File: src/rtl/riscv_pkg.sv
// rtl/riscv_pkg.sv - shared RISC-V core types and constants
package riscv_pkg;

  localparam int XLEN_DEF   = 32;
  localparam int REG_AW_DEF = 5;

  localparam logic [6:0] R_T    = 7'b0110011;
  localparam logic [6:0] I_T    = 7'b0010011;
  localparam logic [6:0] S_T    = 7'b0100011;
  localparam logic [6:0] B_T    = 7'b1100011;
  localparam logic [6:0] U_T    = 7'b0110111;
  localparam logic [6:0] J_T    = 7'b1101111;
  localparam logic [6:0] LW_T   = 7'b0000011;
  localparam logic [6:0] JALR_T = 7'b1100111;

  localparam logic [1:0] RES_MEM = 2'b01;
  localparam logic [1:0] RES_ALU = 2'b10;
  localparam logic [1:0] RES_PC4 = 2'b11;

  typedef struct packed {
    logic       reg_write;
    logic [1:0] result_src;
    logic       mem_write;
    logic       jal;
    logic       jalr;
    logic       branch;
    logic [2:0] alu_op;
    logic [1:0] alu_src;
  } ctrl_t;

endpackage

File: src/rtl/id_ex_stage_hazard_detect.sv
// rtl/id_ex_stage_hazard_detect.sv - load-use and redirect hazard detection
module hazard_detect
  import riscv_pkg::*;
#(
  parameter int REG_AW = REG_AW_DEF
) (
  input  logic [REG_AW-1:0] rd_E,
  input  logic              reg_write_E,
  input  logic [1:0]        result_src_E,
  input  logic [REG_AW-1:0] rs1_D,
  input  logic [REG_AW-1:0] rs2_D,
  input  logic              pcsrc_E,
  output logic              stall_F,
  output logic              stall_D,
  output logic              flush_D,
  output logic              bubble
);

  logic ld_use;

  // rs2 is compared even when the D instruction has no rs2; a spurious stall is harmless.
  assign ld_use = reg_write_E && (result_src_E == RES_MEM) && (rd_E != '0)
                  && ((rd_E == rs1_D) || (rd_E == rs2_D));

  // A redirect wins over a load-use stall so the new PC is fetched immediately.
  assign stall_F = ld_use & ~pcsrc_E;
  assign stall_D = ld_use & ~pcsrc_E;
  assign flush_D = pcsrc_E;
  assign bubble  = ld_use | pcsrc_E;

endmodule

File: src/rtl/id_ex_stage.sv
// rtl/id_ex_stage.sv - ID/EX pipeline register with hazard control; PERF_CNT_EN adds bubble/stall counters
module id_ex_stage
  import riscv_pkg::*;
#(
  parameter int XLEN   = XLEN_DEF,
  parameter int REG_AW = REG_AW_DEF,
  parameter int CNT_W  = 16
) (
  input  logic              clk,
  input  logic              rst,
  input  logic              reg_write_D,
  input  logic [1:0]        result_src_D,
  input  logic              mem_write_D,
  input  logic              jal_D,
  input  logic              jalr_D,
  input  logic              branch_D,
  input  logic [2:0]        alu_op_D,
  input  logic [1:0]        alu_src_D,
  input  logic [2:0]        funct3_D,
  input  logic [XLEN-1:0]   rd1_D,
  input  logic [XLEN-1:0]   rd2_D,
  input  logic [XLEN-1:0]   imm_D,
  input  logic [XLEN-1:0]   pc_D,
  input  logic [XLEN-1:0]   pc_plus4_D,
  input  logic [REG_AW-1:0] rs1_D,
  input  logic [REG_AW-1:0] rs2_D,
  input  logic [REG_AW-1:0] rd_D,
  input  logic              pcsrc_E,
  output logic              reg_write_E,
  output logic [1:0]        result_src_E,
  output logic              mem_write_E,
  output logic              jal_E,
  output logic              jalr_E,
  output logic              branch_E,
  output logic [2:0]        alu_op_E,
  output logic [1:0]        alu_src_E,
  output logic [2:0]        funct3_E,
  output logic [XLEN-1:0]   rd1_E,
  output logic [XLEN-1:0]   rd2_E,
  output logic [XLEN-1:0]   imm_E,
  output logic [XLEN-1:0]   pc_E,
  output logic [XLEN-1:0]   pc_plus4_E,
  output logic [REG_AW-1:0] rs1_E,
  output logic [REG_AW-1:0] rs2_E,
  output logic [REG_AW-1:0] rd_E,
  output logic              stall_F,
  output logic              stall_D,
`ifdef PERF_CNT_EN
  output logic              flush_D,
  output logic [CNT_W-1:0]  bubble_cnt,
  output logic [CNT_W-1:0]  lu_stall_cnt
`else
  output logic              flush_D
`endif
);

  ctrl_t             ctrl_d, ctrl_q;
  logic [2:0]        funct3_d, funct3_q;
  logic [XLEN-1:0]   rd1_d, rd1_q, rd2_d, rd2_q, imm_d, imm_q;
  logic [XLEN-1:0]   pc_d, pc_q, pc_plus4_d, pc_plus4_q;
  logic [REG_AW-1:0] rs1_d, rs1_q, rs2_d, rs2_q, rd_d, rd_q;
  logic              bubble;

  hazard_detect #(.REG_AW(REG_AW)) u_hazard (
    .rd_E         (rd_q),
    .reg_write_E  (ctrl_q.reg_write),
    .result_src_E (ctrl_q.result_src),
    .rs1_D        (rs1_D),
    .rs2_D        (rs2_D),
    .pcsrc_E      (pcsrc_E),
    .stall_F      (stall_F),
    .stall_D      (stall_D),
    .flush_D      (flush_D),
    .bubble       (bubble)
  );

  always_comb begin
    ctrl_d     = '{reg_write: reg_write_D, result_src: result_src_D, mem_write: mem_write_D,
                   jal: jal_D, jalr: jalr_D, branch: branch_D, alu_op: alu_op_D, alu_src: alu_src_D};
    funct3_d   = funct3_D;
    rd1_d      = rd1_D;
    rd2_d      = rd2_D;
    imm_d      = imm_D;
    pc_d       = pc_D;
    pc_plus4_d = pc_plus4_D;
    rs1_d      = rs1_D;
    rs2_d      = rs2_D;
    rd_d       = rd_D;
    // A bubble is a fully zeroed EX slot, data included, so nothing stale leaks forward.
    if (bubble) begin
      ctrl_d     = '0;
      funct3_d   = '0;
      rd1_d      = '0;
      rd2_d      = '0;
      imm_d      = '0;
      pc_d       = '0;
      pc_plus4_d = '0;
      rs1_d      = '0;
      rs2_d      = '0;
      rd_d       = '0;
    end
  end

  always_ff @(posedge clk) begin
    if (rst) begin
      ctrl_q     <= '0;
      funct3_q   <= '0;
      rd1_q      <= '0;
      rd2_q      <= '0;
      imm_q      <= '0;
      pc_q       <= '0;
      pc_plus4_q <= '0;
      rs1_q      <= '0;
      rs2_q      <= '0;
      rd_q       <= '0;
    end else begin
      ctrl_q     <= ctrl_d;
      funct3_q   <= funct3_d;
      rd1_q      <= rd1_d;
      rd2_q      <= rd2_d;
      imm_q      <= imm_d;
      pc_q       <= pc_d;
      pc_plus4_q <= pc_plus4_d;
      rs1_q      <= rs1_d;
      rs2_q      <= rs2_d;
      rd_q       <= rd_d;
    end
  end

  assign reg_write_E  = ctrl_q.reg_write;
  assign result_src_E = ctrl_q.result_src;
  assign mem_write_E  = ctrl_q.mem_write;
  assign jal_E        = ctrl_q.jal;
  assign jalr_E       = ctrl_q.jalr;
  assign branch_E     = ctrl_q.branch;
  assign alu_op_E     = ctrl_q.alu_op;
  assign alu_src_E    = ctrl_q.alu_src;
  assign funct3_E     = funct3_q;
  assign rd1_E        = rd1_q;
  assign rd2_E        = rd2_q;
  assign imm_E        = imm_q;
  assign pc_E         = pc_q;
  assign pc_plus4_E   = pc_plus4_q;
  assign rs1_E        = rs1_q;
  assign rs2_E        = rs2_q;
  assign rd_E         = rd_q;

`ifdef PERF_CNT_EN
  logic [CNT_W-1:0] bubble_cnt_d, bubble_cnt_q, lu_stall_cnt_d, lu_stall_cnt_q;

  // Counters wrap naturally at 2^CNT_W.
  always_comb begin
    bubble_cnt_d   = bubble_cnt_q + (bubble ? CNT_W'(1) : CNT_W'(0));
    lu_stall_cnt_d = lu_stall_cnt_q + (stall_D ? CNT_W'(1) : CNT_W'(0));
  end

  always_ff @(posedge clk) begin
    if (rst) begin
      bubble_cnt_q   <= '0;
      lu_stall_cnt_q <= '0;
    end else begin
      bubble_cnt_q   <= bubble_cnt_d;
      lu_stall_cnt_q <= lu_stall_cnt_d;
    end
  end

  assign bubble_cnt   = bubble_cnt_q;
  assign lu_stall_cnt = lu_stall_cnt_q;
`else
  // Counter width is meaningful only when the counters are built.
  if (CNT_W < 1) begin : g_cnt_w_unused
  end
`endif

endmodule

File: config.mk
export PLATFORM = sky130hd
export DESIGN_NAME = id_ex_stage
export DESIGN_NICKNAME = d
export VERILOG_FILES = /design/src/rtl/riscv_pkg.sv /design/src/rtl/id_ex_stage_hazard_detect.sv /design/src/rtl/id_ex_stage.sv
export SDC_FILE = /design/constraint.sdc
export NUM_CORES = 1
export LEC_CHECK = 0
export CELL_PAD_IN_SITES_DETAIL_PLACEMENT = 1
export CELL_PAD_IN_SITES_GLOBAL_PLACEMENT = 2
export CORE_MARGIN = 8
export CORE_UTILIZATION = 21
export DETAILED_ROUTE_END_ITERATION = 10
export PLACE_DENSITY_LB_ADDON = 0.3
export SLEW_MARGIN = 20
export SYNTH_ARGS = -nofsm -noshare
export SYNTH_HDL_FRONTEND = slang
export SYNTH_SLANG_ARGS = --single-unit
File: constraint.sdc
create_clock -name clk -period 1.8 [get_ports clk]
set_input_delay 0.27 -clock clk [delete_from_list [all_inputs] [get_ports clk]]
set_output_delay 0.27 -clock clk [all_outputs]
set_load 0.005 [all_outputs]
**Signal wires by layer**

Scale bar: 50 µm.
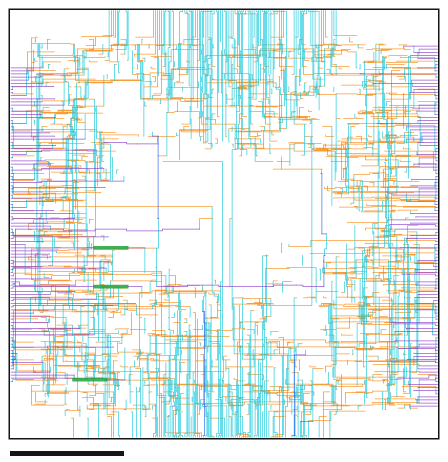
[green] met5 | wire length: 41.4 µm
[blue] met4 | wire length: 229 µm
[cyan] met2 | wire length: 12700 µm
[purple] met3 | wire length: 2870 µm
[orange] met1 | wire length: 9810 µm

**Clock wiring as the flow saved it**

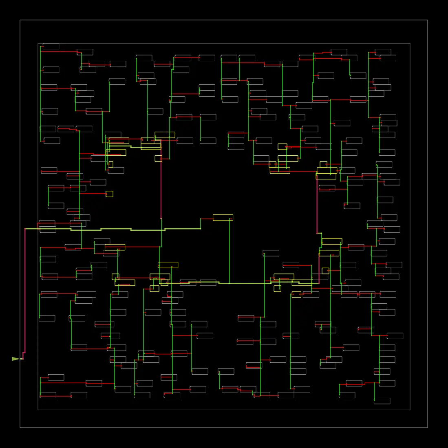
clk ins delay skew pair: 430 ps
Seq cells: 190
P_clk: 3.62 mW

==> results.cfg <==
; physical design summary
[clocking]
cts_buffers = 17
holdBufCountCts = 0

[sta]
setup_viol = 2
slew_violations = 0
setup_ws_ps = -62.13
rsz0062_at_grt = true

[setup_path]
path_delay_family = buffers and inverters
r2r_start = rd_E[0]
max_stage_delay_ps = 580
crit_end = stall_D
critical_path_class = input port to output pin

[logic_synthesis]
yosys_register_bits = 190
synthTopCellsByArea = dfxtp_1 (62%), o211a_1 (29%), clkbuf_1 (2.1%)
syn_nets = 668
synthCells = 475
yosys_cells = 475
async_flop_share_pct = 0

[power_and_ir_drop]
p_leak_nw = 5.422

[worst_hold_path]
min_path_type = input port to register

[run_status]
status = finished, violations left
violations = setup timing

[grt]
grtUsageTotal_pct = 13.83

[detailed_routing]
via_per_inst = 4.302
first_pass_iters = 4
vias = 5386
ant_nets = 0

[final_layout]
layout_top_cell = clkdlybuf4s50_1
nFillCells = 3055

[floorplan]
boundaryPins = 386
dieArea_um2 = 35150
**Pin placement**

Pins as bars across the die edge, other pins in gray.
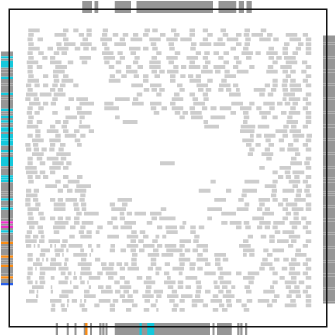
[cyan] pc_plus4_E | pins: 32 | direction: output | edge: 27 left, 5 bottom
[magenta] result_src_E | pins: 2 | direction: output | edge: left
[orange] rs1_D | pins: 5 | direction: input | edge: 4 left, 1 bottom
[blue] branch_D | pins: 1 | direction: input | edge: left

==> per-stage QoR <==
stage	cells	TNS [ps]	hold WS (ps)	cell area (µm²)	utilization (%)
floorplan	475	0	386.1	6181	-
global placement	1219	-59920	817.0	10590	36.68
detailed placement	1219	-59210	820.5	10590	36.68
CTS	1250	-205.9	352.0	11230	38.91
global route	1252	-616.8	342.8	11320	39.23
finish	1252	-121.1	377.3	11320	39.23
==> worst min-delay path by stage <==
stage	startpoint	to	slack, ps	depth (start not counted)
5_1_grt	imm_D[13]	imm_E[13]	340	2
3_5_place_dp	pc_D[22]	pc_E[22]	820	2
3_3_place_gp	pc_plus4_D[9]	pc_plus4_E[9]	820	2
6_report	rd_D[3]	rd_E[3]	380	2
4_1_cts	pc_plus4_D[4]	pc_plus4_E[4]	350	2
2_1_floorplan	rs1_D[0]	rs1_E[0]	390	2
==> synth_stat cells (all sizes together), types with 2 or more instances <==
cell type and number:
clkbuf 34, nand2 12, nor2 2, a21oi 11, nand3 2, o211a 180, buf 28, xnor2 10
dfxtp 190, nor3 2
==> layer usage <==
metal	GRT usage, %	part of all wire (%)	wire (µm)	vias up
met5	0	0.16	41	-
met4	2.939	0.89	228	6
met3	7.941	11	2865	19
met2	23.55	49	12690	244
met1	14.71	38	9810	2594
li1	-	-	-	2523
==> report_power, final <==
part | internal [mW] | leakage, nW | total (mW) | switching (mW)
sequential | 4.37 | 1.56 | 4.42 | 0.0559
clock | 1.82 | 0.273 | 3.62 | 1.80
combinational | 0.850 | 3.58 | 1.27 | 0.417
==> area by class of cell <==
type / instances / area (µm²) / area share (%)
multi-input combinational: 222 / 2141 / 18.91
tap: 384 / 480.5 / 4.244
inverter: 1 / 8.758 / 0.07736
clock inverter: 13 / 125.1 / 1.105
clock buffer: 17 / 425.4 / 3.757
sequential: 190 / 3820 / 33.74
timing repair buffer: 425 / 4322 / 38.17
==> kinds of logic after synthesis <==
logic type | count (synthesis) | synth area share [%]
simple gates | 19 | 1.297
xor+xnor | 10 | 1.418
compound gates | 193 | 30.31
buf+inv | 63 | 5.389
flops | 190 | 61.59
==> registers in the layout, summed over array words and instances (netlist names), 2 cells and up <==
| signal | flops |
|---|---|
| alu_op_E | 3 |
| alu_src_E | 2 |
| funct3_E | 3 |
| imm_E | 32 |
| pc_E | 32 |
| pc_plus4_E | 32 |
| rd1_E | 32 |
| rd2_E | 32 |
| rd_E | 5 |
| result_src_E | 2 |
| rs1_E | 5 |
| rs2_E | 5 |
==> timing repair <==
action / CTS / global route
pin swaps: 10 / 2
setup buffers: 1 / 0
gates resized: 31 / 7
cloned: 0 / 2
setup endpoints to repair: 165 / 125
No activity file was given, so power comes from the tool's default toggle rates.
